==> src/rtl/ram_arb_pkg.sv <==
// Shared types and the round-robin pick function for the RAM port arbiter.
// Requesters are handled in a fixed MAX_REQ-wide space and narrowed by the users.
package ram_arb_pkg;

  localparam int MAX_REQ = 8;
  localparam int IDX_W   = $clog2(MAX_REQ);
  localparam int DEF_AW  = 8;
  localparam int DEF_W   = 32;

  typedef logic [MAX_REQ-1:0] req_vec_t;
  typedef logic [IDX_W-1:0]   idx_t;

  // Width of one packed request record {we, addr, wdata}.
  function automatic int req_fields_w(input int aw, input int w);
    return 1 + aw + w;
  endfunction

  typedef struct packed {
    logic              we;
    logic [DEF_AW-1:0] addr;
    logic [DEF_W-1:0]  wdata;
  } req_fields_t;

  // First asserted request searching prio, prio+1, ... modulo n; one-hot result.
  function automatic req_vec_t rr_pick(input req_vec_t req, input idx_t prio, input int n);
    req_vec_t pick;
    bit       found;
    int       idx;
    pick  = '0;
    found = 1'b0;
    for (int i = 0; i < MAX_REQ; i++) begin
      idx = (int'(prio) + i) % n;
      if (i < n && !found && req[idx]) begin
        pick[idx] = 1'b1;
        found     = 1'b1;
      end
    end
    return pick;
  endfunction

endpackage

==> src/rtl/ram_port_arbiter_if.sv <==
// Requester-side bus of the RAM port arbiter: request fields in, grant and read return out.
// Handshake: a requester holds req[i] with stable fields until gnt[i]; the access happens at
// that clock edge, and a read returns rdata with rvalid[i] high for exactly the next cycle.
interface ram_port_arbiter_if #(
  parameter int NUM_REQ = 3,
  parameter int AW      = 8,
  parameter int W       = 32
);
  logic [NUM_REQ-1:0]         req;
  logic [NUM_REQ-1:0]         req_we;
  logic [NUM_REQ-1:0][AW-1:0] req_addr;
  logic [NUM_REQ-1:0][W-1:0]  req_wdata;
  logic [NUM_REQ-1:0]         gnt;
  logic [NUM_REQ-1:0]         rvalid;
  logic [W-1:0]               rdata;

  modport master (
    output req, req_we, req_addr, req_wdata,
    input  gnt, rvalid, rdata
  );

  modport slave (
    input  req, req_we, req_addr, req_wdata,
    output gnt, rvalid, rdata
  );
endinterface

==> src/rtl/rr_arbiter.sv <==
// Rotating-priority picker: one-hot grant from req, with the priority pointer held here.
// The pointer moves to one past the winner on every grant and holds when idle.
module rr_arbiter
  import ram_arb_pkg::*;
#(
  parameter int NUM_REQ = 3
) (
  input  logic               clk,
  input  logic               reset,
  input  logic [NUM_REQ-1:0] req,
  output logic [NUM_REQ-1:0] gnt,
  output idx_t               prio
);

  req_vec_t req_ext;
  req_vec_t pick;
  idx_t     gnt_idx;
  logic     gnt_any;

  always_comb begin
    req_ext              = '0;
    req_ext[NUM_REQ-1:0] = req;
    pick                 = rr_pick(req_ext, prio, NUM_REQ);
    gnt_any              = |pick;
    gnt_idx              = '0;
    for (int i = 0; i < MAX_REQ; i++) begin
      if (pick[i]) gnt_idx = idx_t'(i);
    end
  end

  assign gnt = pick[NUM_REQ-1:0];

  always_ff @(posedge clk or posedge reset) begin
    if (reset) begin
      prio <= '0;
    end else if (gnt_any) begin
      prio <= (gnt_idx == idx_t'(NUM_REQ - 1)) ? '0 : gnt_idx + idx_t'(1);
    end
  end

endmodule

==> src/rtl/ram_port_arbiter.sv <==
// Shares one single-port RAM among NUM_REQ requesters with round-robin arbitration.
// The granted requester's fields drive the RAM directly; reads return one cycle later.
module ram_port_arbiter
  import ram_arb_pkg::*;
#(
  parameter int NUM_REQ   = 3,
  parameter int MEM_DEPTH = 256,
  parameter int MEM_WIDTH = 32,
  localparam int AW       = $clog2(MEM_DEPTH),
  localparam int W        = MEM_WIDTH
) (
  input  logic                  clk,
  input  logic                  reset,
  ram_port_arbiter_if.slave     bus,
  output logic [AW-1:0]         ram_address,
  output logic [W-1:0]          ram_write_data,
  output logic                  ram_write_en,
  input  logic [W-1:0]          ram_read_data,
  output idx_t                  dbg_prio
);

  localparam int FW = req_fields_w(AW, W);

  typedef struct packed {
    logic          we;
    logic [AW-1:0] addr;
    logic [W-1:0]  wdata;
  } fields_t;

  logic [NUM_REQ-1:0][FW-1:0] fields;
  fields_t                    sel;

  rr_arbiter #(.NUM_REQ(NUM_REQ)) u_rr (
    .clk   (clk),
    .reset (reset),
    .req   (bus.req),
    .gnt   (bus.gnt),
    .prio  (dbg_prio)
  );

  // AND-OR mux on the one-hot grant, so an idle cycle drives all zeros.
  always_comb begin
    sel = '0;
    for (int i = 0; i < NUM_REQ; i++) begin
      fields[i] = {bus.req_we[i], bus.req_addr[i], bus.req_wdata[i]};
      if (bus.gnt[i]) sel = fields_t'(fields[i]);
    end
  end

  assign ram_address    = sel.addr;
  assign ram_write_data = sel.wdata;
  assign ram_write_en   = sel.we;
  assign bus.rdata      = ram_read_data;

  always_ff @(posedge clk or posedge reset) begin
    if (reset) bus.rvalid <= '0;
    else       bus.rvalid <= bus.gnt & ~bus.req_we;
  end

endmodule

==> src/flat_wrapper.sv <==
// flat-port wrapper written by rule: the top's interface ports become plain ports
module ram_port_arbiter_flat import ram_arb_pkg::*;
#(
  parameter int NUM_REQ   = 3,
  parameter int MEM_DEPTH = 256,
  parameter int MEM_WIDTH = 32,
  localparam int AW       = $clog2(MEM_DEPTH),
  localparam int W        = MEM_WIDTH
)
  (clk, reset, ram_address, ram_write_data, ram_write_en, ram_read_data, dbg_prio, bus_req, bus_req_we, bus_req_addr, bus_req_wdata, bus_gnt, bus_rvalid, bus_rdata);
  ram_port_arbiter_if #(.NUM_REQ(NUM_REQ)) bus_i ();
  input  logic clk;
  input  logic reset;
  output logic [AW-1:0] ram_address;
  output logic [W-1:0] ram_write_data;
  output logic ram_write_en;
  input  logic [W-1:0] ram_read_data;
  output idx_t dbg_prio;
  input wire logic [$bits(bus_i.req)-1:0] bus_req;
  input wire logic [$bits(bus_i.req_we)-1:0] bus_req_we;
  input wire logic [$bits(bus_i.req_addr)-1:0] bus_req_addr;
  input wire logic [$bits(bus_i.req_wdata)-1:0] bus_req_wdata;
  output wire logic [$bits(bus_i.gnt)-1:0] bus_gnt;
  output wire logic [$bits(bus_i.rvalid)-1:0] bus_rvalid;
  output wire logic [$bits(bus_i.rdata)-1:0] bus_rdata;
  assign bus_i.req = bus_req;
  assign bus_i.req_we = bus_req_we;
  assign bus_i.req_addr = bus_req_addr;
  assign bus_i.req_wdata = bus_req_wdata;
  assign bus_gnt = bus_i.gnt;
  assign bus_rvalid = bus_i.rvalid;
  assign bus_rdata = bus_i.rdata;
  ram_port_arbiter #(.NUM_REQ(NUM_REQ), .MEM_DEPTH(MEM_DEPTH), .MEM_WIDTH(MEM_WIDTH)) u_core (.clk(clk), .reset(reset), .bus(bus_i), .ram_address(ram_address), .ram_write_data(ram_write_data), .ram_write_en(ram_write_en), .ram_read_data(ram_read_data), .dbg_prio(dbg_prio));
endmodule
==> config.mk <==
export PLATFORM = sky130hd
export DESIGN_NAME = ram_port_arbiter_flat
export DESIGN_NICKNAME = d
export VERILOG_FILES = /design/src/rtl/ram_arb_pkg.sv /design/src/rtl/ram_port_arbiter_if.sv /design/src/rtl/rr_arbiter.sv /design/src/rtl/ram_port_arbiter.sv /design/src/flat_wrapper.sv
export SDC_FILE = /design/constraint.sdc
export NUM_CORES = 1
export LEC_CHECK = 0
export CAP_MARGIN = 20
export CORE_UTILIZATION = 33
export CTS_CLUSTER_SIZE = 25
export DETAILED_ROUTE_END_ITERATION = 6
export PLACE_DENSITY_LB_ADDON = 0.1
export SLEW_MARGIN = 30
export SYNTH_ARGS = -nofsm -noshare
export SYNTH_HDL_FRONTEND = slang
export SYNTH_HIERARCHICAL = 1
export SYNTH_SLANG_ARGS = --single-unit
==> constraint.sdc <==
create_clock -name clk -period 9.5 [get_ports clk]
set_input_delay 2.85 -clock clk [delete_from_list [all_inputs] [get_ports clk]]
set_output_delay 2.85 -clock clk [all_outputs]
set_load 0.01 [all_outputs]
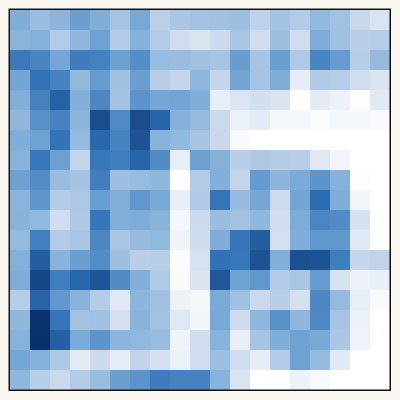
*Routed metal per tile*
Scale: 4 px per µm. The die is cut into 19 by 19 equal tiles; white is low, dark blue is high, scaled to the fullest tile. Values are wire area over tile area, all layers added.
The densest ninth of the die: top left. The fullest tile reaches 0.56. 28% of the tiles are over half the peak.

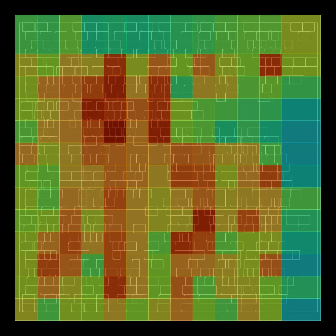
*Routing congestion*
overall track demand over capacity in global routing: 25.5%
post-layout utilization of the core: 53.3%
GR Layer Usage met1: 25.2%
peak-usage layer in the global routing report: met2
final routed wire length divided by cell count: 18.9 µm

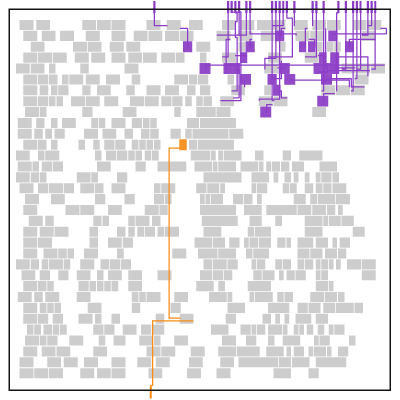
*I/O nets highlighted*
Scale: 4 px per µm.
Orange stands for ram_write_en, bits 1, direction output, edge bottom, end cells 1, buffers 1, wire 75.4 µm. Purple stands for bus_req_addr, bits 24, direction input, edge top, end cells 24, buffers 24, wire 568 µm.
Port Buf Inserts: 177
# IOs: 242

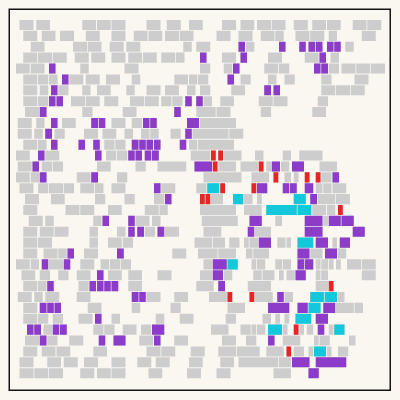
*Selected gate families*
Scale: 4 px per µm.
Red stands for inverters, cells 17, most used inv_1. Cyan stands for AND-OR and OR-AND gates, cells 14, most used a21o_1. Purple stands for inverting AOI/OAI gates, cells 119, most used a21oi_1, where widely spread.

-- registers in the layout, indices dropped and copies added (netlist names) --
signal / flops
u_core/u_rr/prio: 3
u_core/bus.rvalid: 3
-- cell type report --
type | count | area share, %
well taps | 105 | 2.97
inverters | 17 | 1.44
multi-input cells | 309 | 49.2
clock buffers | 3 | 0.934
flip-flops and latches | 6 | 3.42
repair buffers | 187 | 42.0
-- tightest hold or removal path, stage by stage, from the launching register on --
cell     delay [ns]
dfrtp_1        0.39
buf_4          0.21
and4_1         0.17
-- where the power goes --
part	switching (mW)	internal, mW	leakage (nW)	total, mW
clock network	0.0105	0.0272	0.0216	0.0376
logic	1.18	1.21	1.52	2.39
registers	0.0163	0.0356	0.0779	0.0519
-- synthesized netlist by cell type (3+ instances only) --
library cell	count	area, µm²
a21oi_1	85	425
a21oi_2	3	26.3
buf_2	12	60.1
buf_4	38	285
buf_6	8	90.1
clkbuf_2	3	15.0
dfrtp_1	6	150
ha_1	20	250
inv_1	15	56.3
mux2i_1	3	30.0
nand2_1	11	41.3
nand3_1	5	25.0
nand3b_1	45	338
nand4_1	5	31.3
nor2_1	11	41.3
nor2b_1	47	294
nor3_1	5	25.0
o211ai_1	3	22.5
o32ai_1	4	35.0
xnor2_1	4	35.0
-- cells by family after synthesis --
logic type      share of synthesized area [%]
fa+ha+maj                                8.79
mux                                      1.45
simple gates                             32.3
xor+xnor                                 3.34
compound gates                           30.5
flops                                    5.27
buf+inv                                  18.3
-- layout by cell type, fill, tap and decap left out, drive strengths merged, types with 4 or more instances in the layout --
master         count
clkdlybuf4s50    177
a21oi             88
nor2b             47
nand3b            45
ha                20
inv               17
nor2              11
nand2             11
buf               10
dfrtp              6
xnor2              6
nand3              5
nor3               5
nand4              5
o32ai              4
o211ai             4
o21ai              4
-- per-layer routing --
metal | vias up | part of all wire, %
met5 | - | 0
met4 | 0 | 2.8
met3 | 20 | 7.9
met2 | 162 | 56
met1 | 1573 | 34
li1 | 1648 | -
-- timing repair --
| item | in CTS | in global routing |
|---|---|---|
| hold buffers | 0 | 0 |
| resized | 0 | 1 |
| endpoints found under the setup margin | 0 | 1 |
-- through the flow --
step           instance area, µm²  utilization (%)  worst slack (ns)  hold WS [ns]
2_1_floorplan                2850                -              1.77         0.809
3_3_place_gp                 4380             52.8             0.406         0.801
3_5_place_dp                 4380             52.8             0.345         0.808
4_1_cts                      4420             53.3             0.329         0.817
5_1_grt                      4420             53.3             0.112         0.829
6_report                     4420             53.3             0.310         0.818
-- path summary, 6_finish.rpt --
path / to / from / cells past startpoint / slack [ns]
max in group asynchronous: u_core/u_rr/prio[1] / reset / 2 / 6.46
max reg2reg: u_core/bus.rvalid[2] / u_core/u_rr/prio[1] / 18 / 4.33
min: u_core/u_rr/prio[2] / u_core/u_rr/prio[2] / 2 / 0.82
min reg2reg: u_core/u_rr/prio[2] / u_core/u_rr/prio[2] / 2 / 0.82
min in group asynchronous: u_core/u_rr/prio[2] / reset / 2 / 2.90
max: ram_write_data[31] / bus_req[0] / 13 / 0.31
==> metrics.log <==
[flow] collecting metrics
INFO  metric core-area = 0.00830 mm²
INFO  metric synth_area_per_cell = 7.21 µm²
INFO  metric flow.area_growth_from_synthesis = 55.3%
INFO  metric routabilityCongestion = 0.915
INFO  metric stage_log_warnings = 36
INFO  metric hold_path_class = register to register
INFO  metric fin_cells = 627
INFO  metric number_of_routed_nets_with_antenna_violations = 0
INFO  metric fp_nets = approximately 580
INFO  metric post-place-cells = 624
INFO  metric syn-instance-count = 395
INFO  metric timing.max_cap.violations = 0
INFO  metric crit_family = AND-OR/OR-AND gates
INFO  metric path_buffers = 4
INFO  metric antennaDiodeCount = 0
INFO  metric critical_path_class = input pin to output port
INFO  metric critical_path.max_stage_delay = 0.60 ns
INFO  metric count_of_final_hold_check_violations = 0
INFO  metric power_leakage = around 1.6 nW
INFO  metric worstPathMaxFanout = 21
INFO  metric finalSetupViolations = 0
INFO  metric fp_util = 34.3%
INFO  metric final.setup_skew = 0.00222 ns
INFO  metric p_total = 2.48 mW
INFO  metric maxSlewHeadroom = 60.9%
INFO  metric worst_ep_arrival_time = 6.34 ns
INFO  metric final_layout_size_suffix_gt1_share = 7.28%
INFO  metric critical_path_required = 6.65 ns
INFO  metric cts_root_buf = clkbuf_8
INFO  metric seqCellArea = 151 µm²
INFO  metric cp-end-kind = output port
INFO  metric synth-cells-yosys = 395
INFO  metric worst_pin_slew = about 0.6 ns
INFO  metric cts.path.max_buffers = 2
INFO  metric detailedRoute.firstPassIterationCount = 4
INFO  metric rsz0062_at_grt = no
INFO  metric total_routed_wirelength = 11800 µm
INFO  metric final_net_count = 704
INFO  metric timing.fmax = ~0.11 GHz
INFO  metric slew_violations = 0
INFO  metric logic_area = 0.00217 mm²
INFO  metric synth.cell_area = 0.00285 mm²
INFO  metric postSynthSeqShare = 5.27%
INFO  metric synth_chip_area = 0.00285 mm²
INFO  metric post-route-min-period = 9.19 ns
INFO  metric tritoncts = done
INFO  metric dominantRegCellSynth = dfrtp_1
INFO  metric final_clock_period_utilization_by_the_worst_path = 96.7%
INFO  metric crit_slowest_cell = clkdlybuf4s50_1
INFO  metric grt_start_max_net_pins = around 48
INFO  metric placementRows = 33
INFO  metric timing.critical_path.from_type = input pin
INFO  metric setup_total_negative_slack = 0 ns
INFO  metric status = finished, final reports clean
INFO  metric grt_use_met2 = 49.0%
INFO  metric clock_input_transition_at_the_sequential_cells_of_the_worst_setup_and_hold_paths = 0.04 ns
INFO  metric critical_path.cell_chain = clkdlybuf4s50_1, nand2_1, nor3_1, a311oi_1, o22ai_1, a211oi_2, o211ai_2, o311a_4, inv_2, buf_4, a21oi_1, a21oi_1, clkdlybuf4s50_1
INFO  metric vertical_die_dimension = 94.9 µm
INFO  metric worst_voltage_drop_across_the_vdd_grid = 0.482 mV
INFO  metric ctsHtreeMaxLevel = 1
INFO  metric grt_first_pass_wirelength = between 15000 and 20000 µm
INFO  metric detailroute.via_count = 3403
INFO  metric cts_made_buffers = 3
INFO  metric die.size.x = 94.9 µm
INFO  metric synth_async_sr_flop_share = 100%
INFO  metric gr-usage-met3 = 7.49%
Power figures rest on the tool's default switching activity, not on a simulated workload.
